**config.mk**
```make
export PLATFORM = sky130hd
export DESIGN_NAME = instr_prefetch_buffer
export DESIGN_NICKNAME = d
export VERILOG_FILES = /design/src/rtl/instr_prefetch_buffer_pkg.sv /design/src/rtl/instr_prefetch_buffer_sync_fifo.sv /design/src/rtl/instr_prefetch_buffer.sv
export SDC_FILE = /design/constraint.sdc
export NUM_CORES = 1
export LEC_CHECK = 0
export ABC_AREA = 1
export CAP_MARGIN = 15
export CORE_ASPECT_RATIO = 0.8
export CORE_MARGIN = 2
export CORE_UTILIZATION = 30
export CTS_CLUSTER_DIAMETER = 60
export CTS_CLUSTER_SIZE = 14
export DETAILED_ROUTE_END_ITERATION = 10
export PLACE_DENSITY = 0.57
export SLEW_MARGIN = 20
export SYNTH_ARGS = -nofsm -noshare
export SYNTH_HDL_FRONTEND = slang
export SYNTH_SLANG_ARGS = --single-unit
```
**constraint.sdc**
```tcl
create_clock -name clk -period 5.35 [get_ports clk]
set_input_delay 1.605 -clock clk [delete_from_list [all_inputs] [get_ports clk]]
set_output_delay 1.605 -clock clk [all_outputs]
set_load 0.01 [all_outputs]
```
**src/rtl/instr_prefetch_buffer_pkg.sv**
```systemverilog
// Shared definitions for the instruction prefetch stage.
//
// Provides the API width macros (API_PC_WIDTH, API_DATA_WIDTH,
// API_PREFETCH_DEPTH, API_INSTR_BYTES) when no project-wide definitions
// header has set them already. Also provides the localparams derived from
// them, the packed FIFO entry type and a PC alignment helper.
// The optional output bypass is selected by the API_PREFETCH_BYPASS_EN macro
// (see instr_prefetch_buffer.sv).

`ifndef API_PC_WIDTH
`define API_PC_WIDTH 32
`endif
`ifndef API_DATA_WIDTH
`define API_DATA_WIDTH 32
`endif
`ifndef API_PREFETCH_DEPTH
`define API_PREFETCH_DEPTH 4
`endif
`ifndef API_INSTR_BYTES
`define API_INSTR_BYTES 4
`endif

package instr_prefetch_buffer_pkg;

  localparam int PC_W           = `API_PC_WIDTH;
  localparam int DATA_W         = `API_DATA_WIDTH;
  localparam int PREFETCH_DEPTH = `API_PREFETCH_DEPTH;
  localparam int INSTR_BYTES    = `API_INSTR_BYTES;

  // One queued fetch result: the word and the address it was read from.
  typedef struct packed {
    logic [PC_W-1:0]   pc;
    logic [DATA_W-1:0] word;
  } fetch_entry_t;

  // Clear the byte-offset bits so fetch always runs on word boundaries.
  function automatic logic [PC_W-1:0] align_pc(input logic [PC_W-1:0] pc);
    return pc & ~PC_W'(INSTR_BYTES - 1);
  endfunction

endpackage

```
**src/rtl/instr_prefetch_buffer_sync_fifo.sv**
```systemverilog
// sync_fifo: single-clock FIFO with a combinational head read.
//
// Ports:
//   clk    in   clock
//   clear  in   empty the FIFO; takes priority over push and pop
//   push   in   write din at the tail (caller guarantees not full)
//   pop    in   drop the head entry (caller guarantees not empty)
//   din    in   WIDTH-bit write data
//   head   out  WIDTH-bit oldest entry, valid while count != 0
//   count  out  number of occupied entries (0..DEPTH)
// DEPTH must be a power of two so the pointers wrap naturally.

module sync_fifo #(
  parameter int WIDTH = 8,
  parameter int DEPTH = 4
) (
  input  logic                     clk,
  input  logic                     clear,
  input  logic                     push,
  input  logic                     pop,
  input  logic [WIDTH-1:0]         din,
  output logic [WIDTH-1:0]         head,
  output logic [$clog2(DEPTH):0]   count
);

  localparam int AW = $clog2(DEPTH);
  localparam int CW = AW + 1;

  logic [WIDTH-1:0] mem [DEPTH];
  logic [AW-1:0]    rd_ptr;
  logic [AW-1:0]    wr_ptr;

  always_ff @(posedge clk) begin
    if (clear) begin
      rd_ptr <= '0;
      wr_ptr <= '0;
      count  <= '0;
    end else begin
      if (push) wr_ptr <= wr_ptr + AW'(1);
      if (pop)  rd_ptr <= rd_ptr + AW'(1);
      case ({push, pop})
        2'b10:   count <= count + CW'(1);
        2'b01:   count <= count - CW'(1);
        default: ;
      endcase
    end
  end

  // Storage carries data only, so it is never reset.
  always_ff @(posedge clk) begin
    if (push && !clear) mem[wr_ptr] <= din;
  end

  assign head = mem[rd_ptr];

endmodule

```
**src/rtl/instr_prefetch_buffer.sv**
```systemverilog
// instr_prefetch_buffer: sequential instruction prefetch between the
// synchronous instruction ROM (one cycle read latency) and the core.
//
// Ports:
//   clk, reset            clock, synchronous active-high reset
//   redirect_i            flush everything and restart fetch at redirect_pc_i
//   redirect_pc_i         new fetch PC (byte-offset bits ignored)
//   rom_en_o, rom_addr_o  ROM read request and address (fetch_pc)
//   rom_data_i            ROM word, valid the cycle after rom_en_o
//   instr_valid_o         instruction presented to the core
//   instr_o, instr_pc_o   instruction word and its PC
//   instr_ready_i         core accepts the instruction
//   fifo_count_o          occupied FIFO entries
//
// Build option: define API_PREFETCH_BYPASS_EN to present a returning ROM word
// directly when the FIFO is empty (one cycle less latency). Without it, the
// core always sees the FIFO head.

module instr_prefetch_buffer
  import instr_prefetch_buffer_pkg::*;
#(
  parameter int              DEPTH    = PREFETCH_DEPTH,
  parameter logic [PC_W-1:0] RESET_PC = '0
) (
  input  logic                     clk,
  input  logic                     reset,
  input  logic                     redirect_i,
  input  logic [PC_W-1:0]          redirect_pc_i,
  output logic                     rom_en_o,
  output logic [PC_W-1:0]          rom_addr_o,
  input  logic [DATA_W-1:0]        rom_data_i,
  output logic                     instr_valid_o,
  output logic [DATA_W-1:0]        instr_o,
  output logic [PC_W-1:0]          instr_pc_o,
  input  logic                     instr_ready_i,
  output logic [$clog2(DEPTH):0]   fifo_count_o
);

  localparam int CW = $clog2(DEPTH) + 1;
  localparam logic [CW:0] DEPTH_LIM = (CW+1)'(DEPTH);

  logic [PC_W-1:0] fetch_pc;
  logic [PC_W-1:0] pending_pc;
  logic            inflight;
  logic            issue;
  logic            fifo_push;
  logic            fifo_pop;
  logic            fifo_clear;
  logic [CW-1:0]   count;
  logic [CW:0]     occupancy;
  fetch_entry_t    head;
  fetch_entry_t    push_entry;

  // Queued plus in-flight words never exceed DEPTH, so a response always
  // has a free slot when it lands.
  assign occupancy  = {1'b0, count} + {{CW{1'b0}}, inflight};
  assign issue      = !reset && !redirect_i && (occupancy < DEPTH_LIM);
  assign rom_en_o   = issue;
  assign rom_addr_o = fetch_pc;
  assign fifo_clear = reset || redirect_i;
  assign fifo_count_o = count;
  assign push_entry = '{pc: pending_pc, word: rom_data_i};

  // Stage boundary: issue -> ROM response (fetch_pc, pending_pc, inflight)
  always_ff @(posedge clk) begin
    if (reset) begin
      fetch_pc <= RESET_PC;
      inflight <= 1'b0;
    end else if (redirect_i) begin
      fetch_pc <= align_pc(redirect_pc_i);
      inflight <= 1'b0;
    end else begin
      inflight <= issue;
      if (issue) fetch_pc <= fetch_pc + PC_W'(INSTR_BYTES);
    end
  end

  always_ff @(posedge clk) begin
    if (issue) pending_pc <= fetch_pc;
  end

`ifdef API_PREFETCH_BYPASS_EN
  logic bypass;
  logic take;

  // A returning word with nothing queued ahead of it goes straight out;
  // if the core takes it now it never enters the FIFO.
  always_comb begin
    bypass        = (count == '0) && inflight;
    instr_valid_o = !reset && !redirect_i && ((count != '0) || inflight);
    instr_o       = head.word;
    instr_pc_o    = head.pc;
    if (bypass) begin
      instr_o    = rom_data_i;
      instr_pc_o = pending_pc;
    end
  end

  assign take      = instr_valid_o && instr_ready_i;
  assign fifo_pop  = take && (count != '0);
  assign fifo_push = inflight && !redirect_i && !(take && bypass);
`else
  assign instr_valid_o = !reset && !redirect_i && (count != '0);
  assign instr_o       = head.word;
  assign instr_pc_o    = head.pc;
  assign fifo_pop      = instr_valid_o && instr_ready_i;
  assign fifo_push     = inflight && !redirect_i;
`endif

  // Stage boundary: ROM response -> queued for the core
  sync_fifo #(
    .WIDTH ($bits(fetch_entry_t)),
    .DEPTH (DEPTH)
  ) u_fifo (
    .clk   (clk),
    .clear (fifo_clear),
    .push  (fifo_push),
    .pop   (fifo_pop),
    .din   (push_entry),
    .head  (head),
    .count (count)
  );

endmodule

```
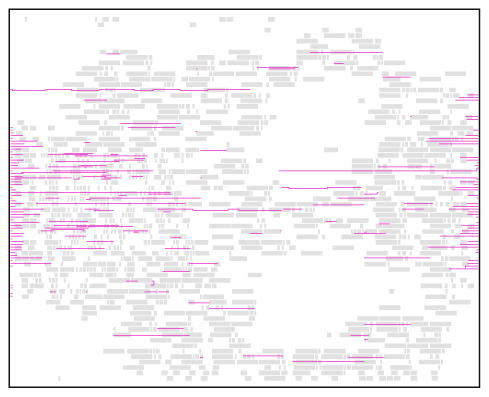
**Above:** M3 wires.
Scale: 2 px per um. Cells faint in the background.
wire length on this layer: 2350 um
main direction: horizontal
longest straight run: 98.9 um
share of all routed wire: 7.2%
nets with wire on the layer: 149
drt total wl: 32500 um
Vias: 8462
GR Util met3: 0.0306

==> impl_metrics.ini <==
; flow metrics
[outcome]
outcome = finished clean

[power]
ir_drop_mv = 0.207
swShare = 0.209
p_total_uw = 5010
intPower_uw = 3970
p_comb_uw = 236
p_per_area_nw_per_um2 = 315
clkPwrFrac = 0.398
clock_power_uw = 2000

[place]
io_buffers = 162
placedInstanceArea_um2 = 15000
place_congestion = 0.818
place_hpwl_um = 20000

[yosys]
top_cell_area_share = 0.656
synth_cells = 1068
synth_top_cell_by_area = edfxtp_1
ys_chip_area_um2 = 12700
ys_seq_frac = 0.719
ff_type = edfxtp_1
syn_avg_cell_area_um2 = 11.9

[clocking]
cts_setup_buffers = 0
cts.sinks = 318
cts.clk_slew.worst_paths_ps = 70
cts_tree = yes
cts_inserted_buffers = 28

[final_timing]
maxSlewViolCount = 0
maxSlewHeadroom = 0.350
finalClockPeriodUsage = 0.889
clock_skew_ps = 17.7
period_needed_ps = 4760
max_freq_mhz = 210

[die]
dieArea_um2 = 44100
dieWidth_um = 234
die_y_um = 188
num_io_pins = 169
design.core.area_um2 = 41900

[worst_setup_path]
critPathSlowestCell = clkdlybuf4s50_1
worst-path-max-fanout = 8
path_class = in2out
cpMostUsedCell = clkdlybuf4s50_1
worst-path-buf-inv = 3
path_cells = clkdlybuf4s50_1, nor2_8, inv_1, a31oi_1, clkdlybuf4s50_1
startpoint_type = input pin
worstSetupEndpointType = output pin
reg2reg_to = u_fifo.mem[3][25]$_DFFE_PP_
cp_slowest_stage_delay_ps = 570

[cells_and_area]
syn2layout_area_growth_pct = 25.1
regMostFlops = u_fifo.mem
layout-drive-gt1-share = 0.0700
final_layout_top_logic_cells = edfxtp_1, clkdlybuf4s50_1, nor2_1
final_area_um2 = 15900
largest_register_ffs = 248

[global_routing]
grt_overflow = 0
grt_busiest_layer = met2
grt_pass1_wl_um = 48900

[min_path]
hold_path_depth = 0
min_to = u_fifo.mem[1][37]$_DFFE_PP_
min_path_type = reg2reg

[run]
tool_warnings = 31

[route]
wl_met2_um = 14500
dr.first_iter.drc_count = 696
top_layer = met4
wl_per_cell_um = 18.1
wl_met1_um = 15100
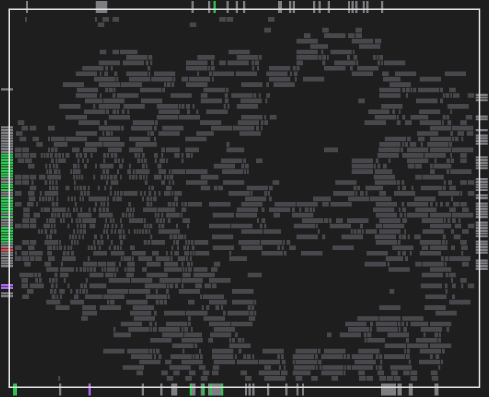
**Above:** pin placement.
Scale: 2 px per um. Pins as bars across the die edge, other pins in gray.
[red] `reset` | pins: 1 | direction: input | edge: west
[purple] `fifo_count_o` | pins: 3 | direction: output | edge: 2 west, 1 south
[green] `redirect_pc_i` | pins: 32 | direction: input | edge: 25 west, 6 south, 1 north

[cell type report]
class                   count  area [um2]  area share
clock buffers              38         748      0.0470
clock inverters             8         131     0.00825
inverters                  79         300      0.0189
multi-input cells         619        3060       0.192
flip-flops and latches    318        9150       0.575
well taps                 552         691      0.0434
repair buffers            180        1830       0.115
[Yosys cell counts (2+ instances only)]
master / n
nor2_1: 158
o21ai_1: 16
clkbuf_1: 35
xnor2_1: 3
buf_4: 5
buf_6: 3
nand2_2: 6
buf_2: 11
o211ai_1: 2
a21oi_1: 33
dfxtp_1: 40
nor2_2: 7
xor2_1: 3
o21ai_0: 146
nand2_4: 3
nand3_1: 39
ha_1: 6
and2_1: 2
a31oi_1: 5
o22ai_1: 62
nor2_4: 6
nand2_1: 112
inv_1: 78
edfxtp_1: 278
[how the worst max path moves through the flow]
stage,start,to,slack (ps),depth (start not counted)
floorplan,redirect_i,u_fifo.mem[0][0]$_DFFE_PP_,100,5
global placement,redirect_i,instr_valid_o,580,5
detailed placement,redirect_i,instr_valid_o,600,5
CTS,register,instr_pc_o[31],560,4
global route,register,instr_pc_o[3],370,4
finish,redirect_i,instr_valid_o,590,5
[logic make-up after synthesis]
kind of cell               synth area share
and+or+nand+nor                       0.114
DFF                                   0.719
AOI/OAI and AO/OA                     0.112
buffers and inverters                0.0439
adders and majority gates           0.00747
xor gates and xnor gates            0.00413
other                              0.000295
[worst register-to-register path, stage by stage (launching register included)]
cell	delay (ps)
dfxtp_1	330
inv_1	70
nor2_1	150
nand2_1	250
nor2_4	680
buf_12	310
[per-stage QoR]
stage,setup slack (ps),hold WS [ps]
finish,592,495
floorplan,105,456
detailed placement,597,486
global route,375,519
global placement,580,474
CTS,555,500
